**Metal layers overlaid**

Drawn at 4 px/um. Only two layers are drawn.
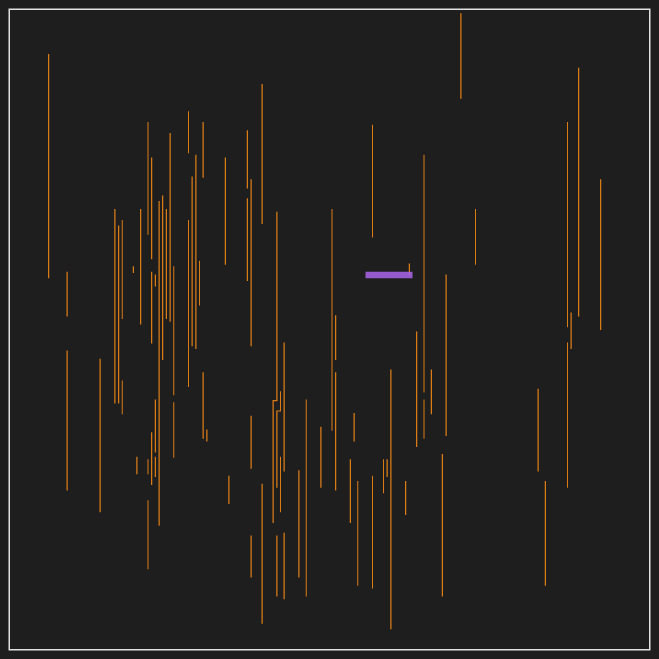
**Wires at chosen ports, followed through buffers**

Drawn at 2 px/um.
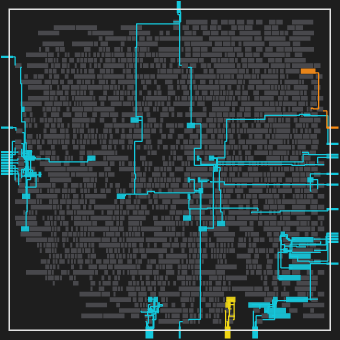
<file path="src/rtl/fp_mul_seq.sv">
// Multi-cycle IEEE-754 binary multiplier with a radix-4 Booth core.
// Operands are captured on the input handshake. Special operands resolve
// directly to DONE. Normal operands pass through N_ITER Booth cycles and one
// rounding cycle before the result is presented. Subnormals flush to zero.
module fp_mul_seq #(
    parameter int EXP_W = 8,
    parameter int FRC_W = 23
) (
    input  logic                   clk,
    input  logic                   rst,
    input  logic                   in_valid,
    output logic                   in_ready,
    input  logic [EXP_W+FRC_W:0]   fp_X,
    input  logic [EXP_W+FRC_W:0]   fp_Y,
    input  logic [2:0]             r_mode,
    output logic                   out_valid,
    input  logic                   out_ready,
    output logic [EXP_W+FRC_W:0]   fp_Z,
    output logic                   ovrf,
    output logic                   udrf,
    output logic                   nv
);

    localparam int W      = EXP_W + FRC_W + 1;
    localparam int SIG_W  = FRC_W + 1;
    localparam int PROD_W = 2 * SIG_W;
    localparam int N_ITER = (SIG_W + 1) / 2;
    localparam int YE     = 2 * N_ITER;
    localparam int CNT_W  = $clog2(N_ITER + 1);
    localparam int XW     = EXP_W + 2;
    localparam int BIAS   = 2 ** (EXP_W - 1) - 1;

    localparam logic [CNT_W-1:0]     CNT_LAST = CNT_W'(N_ITER - 1);
    localparam logic signed [XW-1:0] EXP_LIM  = XW'(2 ** EXP_W - 1);
    localparam logic [W-1:0] QNAN = {1'b0, {EXP_W{1'b1}}, 1'b1, {(FRC_W-1){1'b0}}};

    typedef enum logic [1:0] {S_IDLE, S_MUL, S_ROUND, S_DONE} state_e;
    typedef enum logic [2:0] {
        RM_RNE = 3'b000,
        RM_RTZ = 3'b001,
        RM_RDN = 3'b010,
        RM_RUP = 3'b011,
        RM_RMM = 3'b100
    } rmode_e;

    state_e              state_q;
    logic                in_ready_q, out_valid_q;
    logic [W-1:0]        fp_z_q;
    logic                ovrf_q, udrf_q, nv_q;
    logic                sign_q;
    logic [EXP_W-1:0]    ex_q, ey_q;
    rmode_e              mode_q;
    logic [PROD_W-1:0]   m_q;
    logic [YE-1:0]       ybits_q;
    logic                yprev_q;
    logic [PROD_W-1:0]   acc_q;
    logic [CNT_W-1:0]    cnt_q;

    // Operand field views
    logic [EXP_W-1:0] ex_in, ey_in;
    logic [FRC_W-1:0] fx_in, fy_in;
    logic             sign_in;
    assign ex_in   = fp_X[W-2 -: EXP_W];
    assign ey_in   = fp_Y[W-2 -: EXP_W];
    assign fx_in   = fp_X[FRC_W-1:0];
    assign fy_in   = fp_Y[FRC_W-1:0];
    assign sign_in = fp_X[W-1] ^ fp_Y[W-1];

    logic             is_special_d, sp_nv_d;
    logic [W-1:0]     sp_z_d;
    logic [PROD_W-1:0] m_init_d, corr_d;
    logic [YE-1:0]    y_init_d;
    rmode_e           mode_in_d;

    // Classify incoming operands and build the special result and Booth seeds
    always_comb begin
        logic x_zero, y_zero, x_inf, y_inf, x_nan, y_nan;
        // NOTE: every always_comb output gets a default first so no path can infer a latch.
        sp_z_d       = '0;
        x_zero       = (ex_in == '0);
        y_zero       = (ey_in == '0);
        x_inf        = (&ex_in) && (fx_in == '0);
        y_inf        = (&ey_in) && (fy_in == '0);
        x_nan        = (&ex_in) && (fx_in != '0);
        y_nan        = (&ey_in) && (fy_in != '0);
        sp_nv_d      = x_nan || y_nan || (x_inf && y_zero) || (x_zero && y_inf);
        is_special_d = x_zero || y_zero || x_inf || y_inf || x_nan || y_nan;
        if (sp_nv_d)
            sp_z_d = QNAN;
        else if (x_inf || y_inf)
            sp_z_d = {sign_in, {EXP_W{1'b1}}, {FRC_W{1'b0}}};
        else
            sp_z_d = {sign_in, {(W-1){1'b0}}};

        // An unsigned multiplier whose top Booth bit is set reads as negative;
        // seed the accumulator with the compensating multiple.
        m_init_d  = PROD_W'({1'b1, fx_in});
        y_init_d  = YE'({1'b1, fy_in});
        corr_d    = y_init_d[YE-1] ? (m_init_d << YE) : '0;
        mode_in_d = (r_mode > 3'b100) ? RM_RNE : rmode_e'(r_mode);
    end

    logic [PROD_W-1:0] pp_d;

    // Radix-4 Booth partial product for the current digit
    always_comb begin
        pp_d = '0;
        case ({ybits_q[1:0], yprev_q})
            3'b001, 3'b010: pp_d = m_q;
            3'b011:         pp_d = m_q << 1;
            3'b100:         pp_d = -(m_q << 1);
            3'b101, 3'b110: pp_d = -m_q;
            default:        pp_d = '0;
        endcase
    end

    logic [W-1:0] rnd_z_d;
    logic         rnd_ovf_d, rnd_unf_d;

    // Normalize, round, and resolve overflow/underflow of the finished product
    always_comb begin
        logic                 norm, g, st, lsb, inc, carry, to_inf;
        logic [FRC_W-1:0]     frac_k;
        logic [FRC_W:0]       frac_sum;
        logic signed [XW-1:0] exp_f;

        norm   = acc_q[PROD_W-1];
        frac_k = norm ? acc_q[PROD_W-2 -: FRC_W] : acc_q[PROD_W-3 -: FRC_W];
        g      = norm ? acc_q[SIG_W-1] : acc_q[SIG_W-2];
        st     = norm ? (|acc_q[SIG_W-2:0]) : (|acc_q[SIG_W-3:0]);
        lsb    = frac_k[0];

        case (mode_q)
            RM_RTZ:  inc = 1'b0;
            RM_RDN:  inc = sign_q && (g || st);
            RM_RUP:  inc = !sign_q && (g || st);
            RM_RMM:  inc = g;
            default: inc = g && (st || lsb);
        endcase

        // The hidden bit is always 1, so a carry out of the fraction means
        // the significand rolled over to 10.0...0.
        frac_sum = {1'b0, frac_k} + (FRC_W+1)'(inc);
        carry    = frac_sum[FRC_W];
        exp_f    = XW'(ex_q) + XW'(ey_q) - XW'(BIAS) + XW'(norm) + XW'(carry);

        rnd_unf_d = exp_f[XW-1] || (exp_f == '0);
        rnd_ovf_d = !rnd_unf_d && (exp_f >= EXP_LIM);

        case (mode_q)
            RM_RTZ:  to_inf = 1'b0;
            RM_RDN:  to_inf = sign_q;
            RM_RUP:  to_inf = !sign_q;
            default: to_inf = 1'b1;
        endcase

        if (rnd_unf_d)
            rnd_z_d = {sign_q, {(W-1){1'b0}}};
        else if (rnd_ovf_d)
            rnd_z_d = to_inf ? {sign_q, {EXP_W{1'b1}}, {FRC_W{1'b0}}}
                             : {sign_q, {(EXP_W-1){1'b1}}, 1'b0, {FRC_W{1'b1}}};
        else
            rnd_z_d = {sign_q, exp_f[EXP_W-1:0], frac_sum[FRC_W-1:0]};
    end

    // Control FSM, Booth iteration and registered outputs
    always_ff @(posedge clk) begin
        // NOTE: only control and visible outputs are reset; datapath registers
        // are always loaded before use, so clearing them would be dead logic.
        if (rst) begin
            state_q     <= S_IDLE;
            in_ready_q  <= 1'b1;
            out_valid_q <= 1'b0;
            fp_z_q      <= '0;
            ovrf_q      <= 1'b0;
            udrf_q      <= 1'b0;
            nv_q        <= 1'b0;
        end else begin
            // NOTE: non-blocking assignments so every register samples pre-edge values.
            case (state_q)
                S_IDLE: begin
                    if (in_valid) begin
                        in_ready_q <= 1'b0;
                        sign_q     <= sign_in;
                        ex_q       <= ex_in;
                        ey_q       <= ey_in;
                        mode_q     <= mode_in_d;
                        m_q        <= m_init_d;
                        ybits_q    <= y_init_d;
                        yprev_q    <= 1'b0;
                        acc_q      <= corr_d;
                        cnt_q      <= '0;
                        if (is_special_d) begin
                            fp_z_q      <= sp_z_d;
                            nv_q        <= sp_nv_d;
                            ovrf_q      <= 1'b0;
                            udrf_q      <= 1'b0;
                            out_valid_q <= 1'b1;
                            state_q     <= S_DONE;
                        end else begin
                            state_q <= S_MUL;
                        end
                    end
                end
                S_MUL: begin
                    acc_q   <= acc_q + pp_d;
                    m_q     <= m_q << 2;
                    ybits_q <= ybits_q >> 2;
                    yprev_q <= ybits_q[1];
                    cnt_q   <= cnt_q + CNT_W'(1);
                    if (cnt_q == CNT_LAST)
                        state_q <= S_ROUND;
                end
                S_ROUND: begin
                    fp_z_q      <= rnd_z_d;
                    ovrf_q      <= rnd_ovf_d;
                    udrf_q      <= rnd_unf_d;
                    nv_q        <= 1'b0;
                    out_valid_q <= 1'b1;
                    state_q     <= S_DONE;
                end
                S_DONE: begin
                    if (out_ready) begin
                        out_valid_q <= 1'b0;
                        in_ready_q  <= 1'b1;
                        state_q     <= S_IDLE;
                    end
                end
                default: state_q <= S_IDLE;
            endcase
        end
    end

    assign in_ready  = in_ready_q;
    assign out_valid = out_valid_q;
    assign fp_Z      = fp_z_q;
    assign ovrf      = ovrf_q;
    assign udrf      = udrf_q;
    assign nv        = nv_q;

endmodule

</file>
<file path="config.mk">
export PLATFORM = sky130hd
export DESIGN_NAME = fp_mul_seq
export DESIGN_NICKNAME = d
export VERILOG_FILES = /design/src/rtl/fp_mul_seq.sv
export SDC_FILE = /design/constraint.sdc
export NUM_CORES = 1
export LEC_CHECK = 0
export CAP_MARGIN = 20
export CORE_MARGIN = 2
export CORE_UTILIZATION = 60
export CTS_CLUSTER_SIZE = 8
export DETAILED_ROUTE_END_ITERATION = 6
export HOLD_SLACK_MARGIN = 0.05
export PLACE_DENSITY = 0.89
export REMOVE_ABC_BUFFERS = 1
export SYNTH_ARGS = -nofsm -noshare
export SYNTH_HDL_FRONTEND = slang
export SYNTH_SLANG_ARGS = --single-unit
</file>
<file path="constraint.sdc">
create_clock -name clk -period 16.8 [get_ports clk]
set_input_delay 2.52 -clock clk [delete_from_list [all_inputs] [get_ports clk]]
set_output_delay 2.52 -clock clk [all_outputs]
set_load 0.03 [all_outputs]
</file>
==> metrics.yaml <==
status: "finished, final reports clean"
seqCellArea_um2: 5135
num-fill-cells: 1815
ys_area_um2: 14560
drive_gt1_frac: 0.06975
finalCriticalPeriod_ps: 7151
postRouteAntennaNets: 0
power_switching_w: 0.001329
use_met1: 0.4461
pwr_density_cell_nw_per_um2: 170.3
cts_setup_buffers: 0
stdcell_count: 2069
syn_to_final_growth_pct: 13.03
whs_path_depth: 2
maxPowerGroup: "combinational logic"
postSynthAreaPerCell_um2: 8.633
min-delay-start: "ovrf"
clock_area_frac: 0.03612
clock-sinks: 184
use_met2: 0.5419
r2r_setup_slack_ps: 9650
rows: 56
logic_area_um2: 8907
grt_max_degree: 84
worstMarginPinSlew_ps: 1155
antenna_found_initial: 2
ys.flop_type: "edfxtp_1"
clkSlewWorstSetupHoldPaths_ps: 80
lay_top_count: "nand2_1"
num-nonclk-inverters: 48
arrival_ps: 7460
cp.depth: 25
ff2ff_path_depth: 25
dr_wl_met2_mm: 19.95
routed_wl_mm: 44.12
top_area_cell: "edfxtp_1"
dominant_cells: "combinational gates"
worstReg2RegEnd: "fp_Z[11]"
rsz0062_at_grt: "false"
drt_iter0_drc: 1882
simple_gate_share: 0.2223
top_layer: "met5"
comb_cell_power_w: 0.00160
synthAoiAreaFrac: 0.1993
crit_slowest_cell: "nor4b_1"
overflow: 0
syn_area_um2: 14560
cts_hold_buf: 0
io_pins: 108
cts_root_buf: "clkbuf_16"
edf_count: 145
post_cts_resized: 0
cp-start-kind: "register"
nMultiInputCombCells: 1359
flops: 184
wl_met1_mm: 17.28
gp_congestion: 1.031
netSwitchingFraction: 0.4742
drc: 0
worstPathRequired_ps: 17110
synthDistinctLibCells: 81
post_drt_wl_per_cell_um: 21.33
grt_usage: 0.3406
clockBufferCount: 18
ys_warn_count: 0
skew_ps: 12.87
p_clk_w: 0.000418
nonClockBufferCount: 126
async_reset_ff_frac: 0
hold-worst-slack_ps: 458.1
dpl.hpwl_mm: 31.87
worstHoldEndpoint: "ovrf"
criticalPathCategory: "register to register"
diodes: 1
die_w_um: 159.8
tool_warnings: 30
chipHeight_um: 159.8
r2r_start: "acc_q[47]"
ys_sh_mux: 0.05012
grt_pass1_vias: 13169
placed_cells: 2034
cp-endpoint: "fp_Z[11]"
synthTopLogicFamily: "simple AND/OR/NAND/NOR gates"
maxSlewViolCount: 0
seq_power_share: 0.279
seq_share: 0.3121
hold_violations: 0
Notes on 'metal layers overlaid' above:
[purple] met5 | wire length: 10.1 um
[orange] met4 | wire length: 2070 um

Notes on 'wires at chosen ports, followed through buffers' above:
[yellow] r_mode | direction: input | end cells: 3 | buffers: 3 | wire: 54.8 um
[orange] out_valid | direction: output | end cells: 1 | buffers: 1 | wire: 35.3 um
[cyan] fp_X | direction: input | end cells: 48 | buffers: 32 | wire: 1600 um

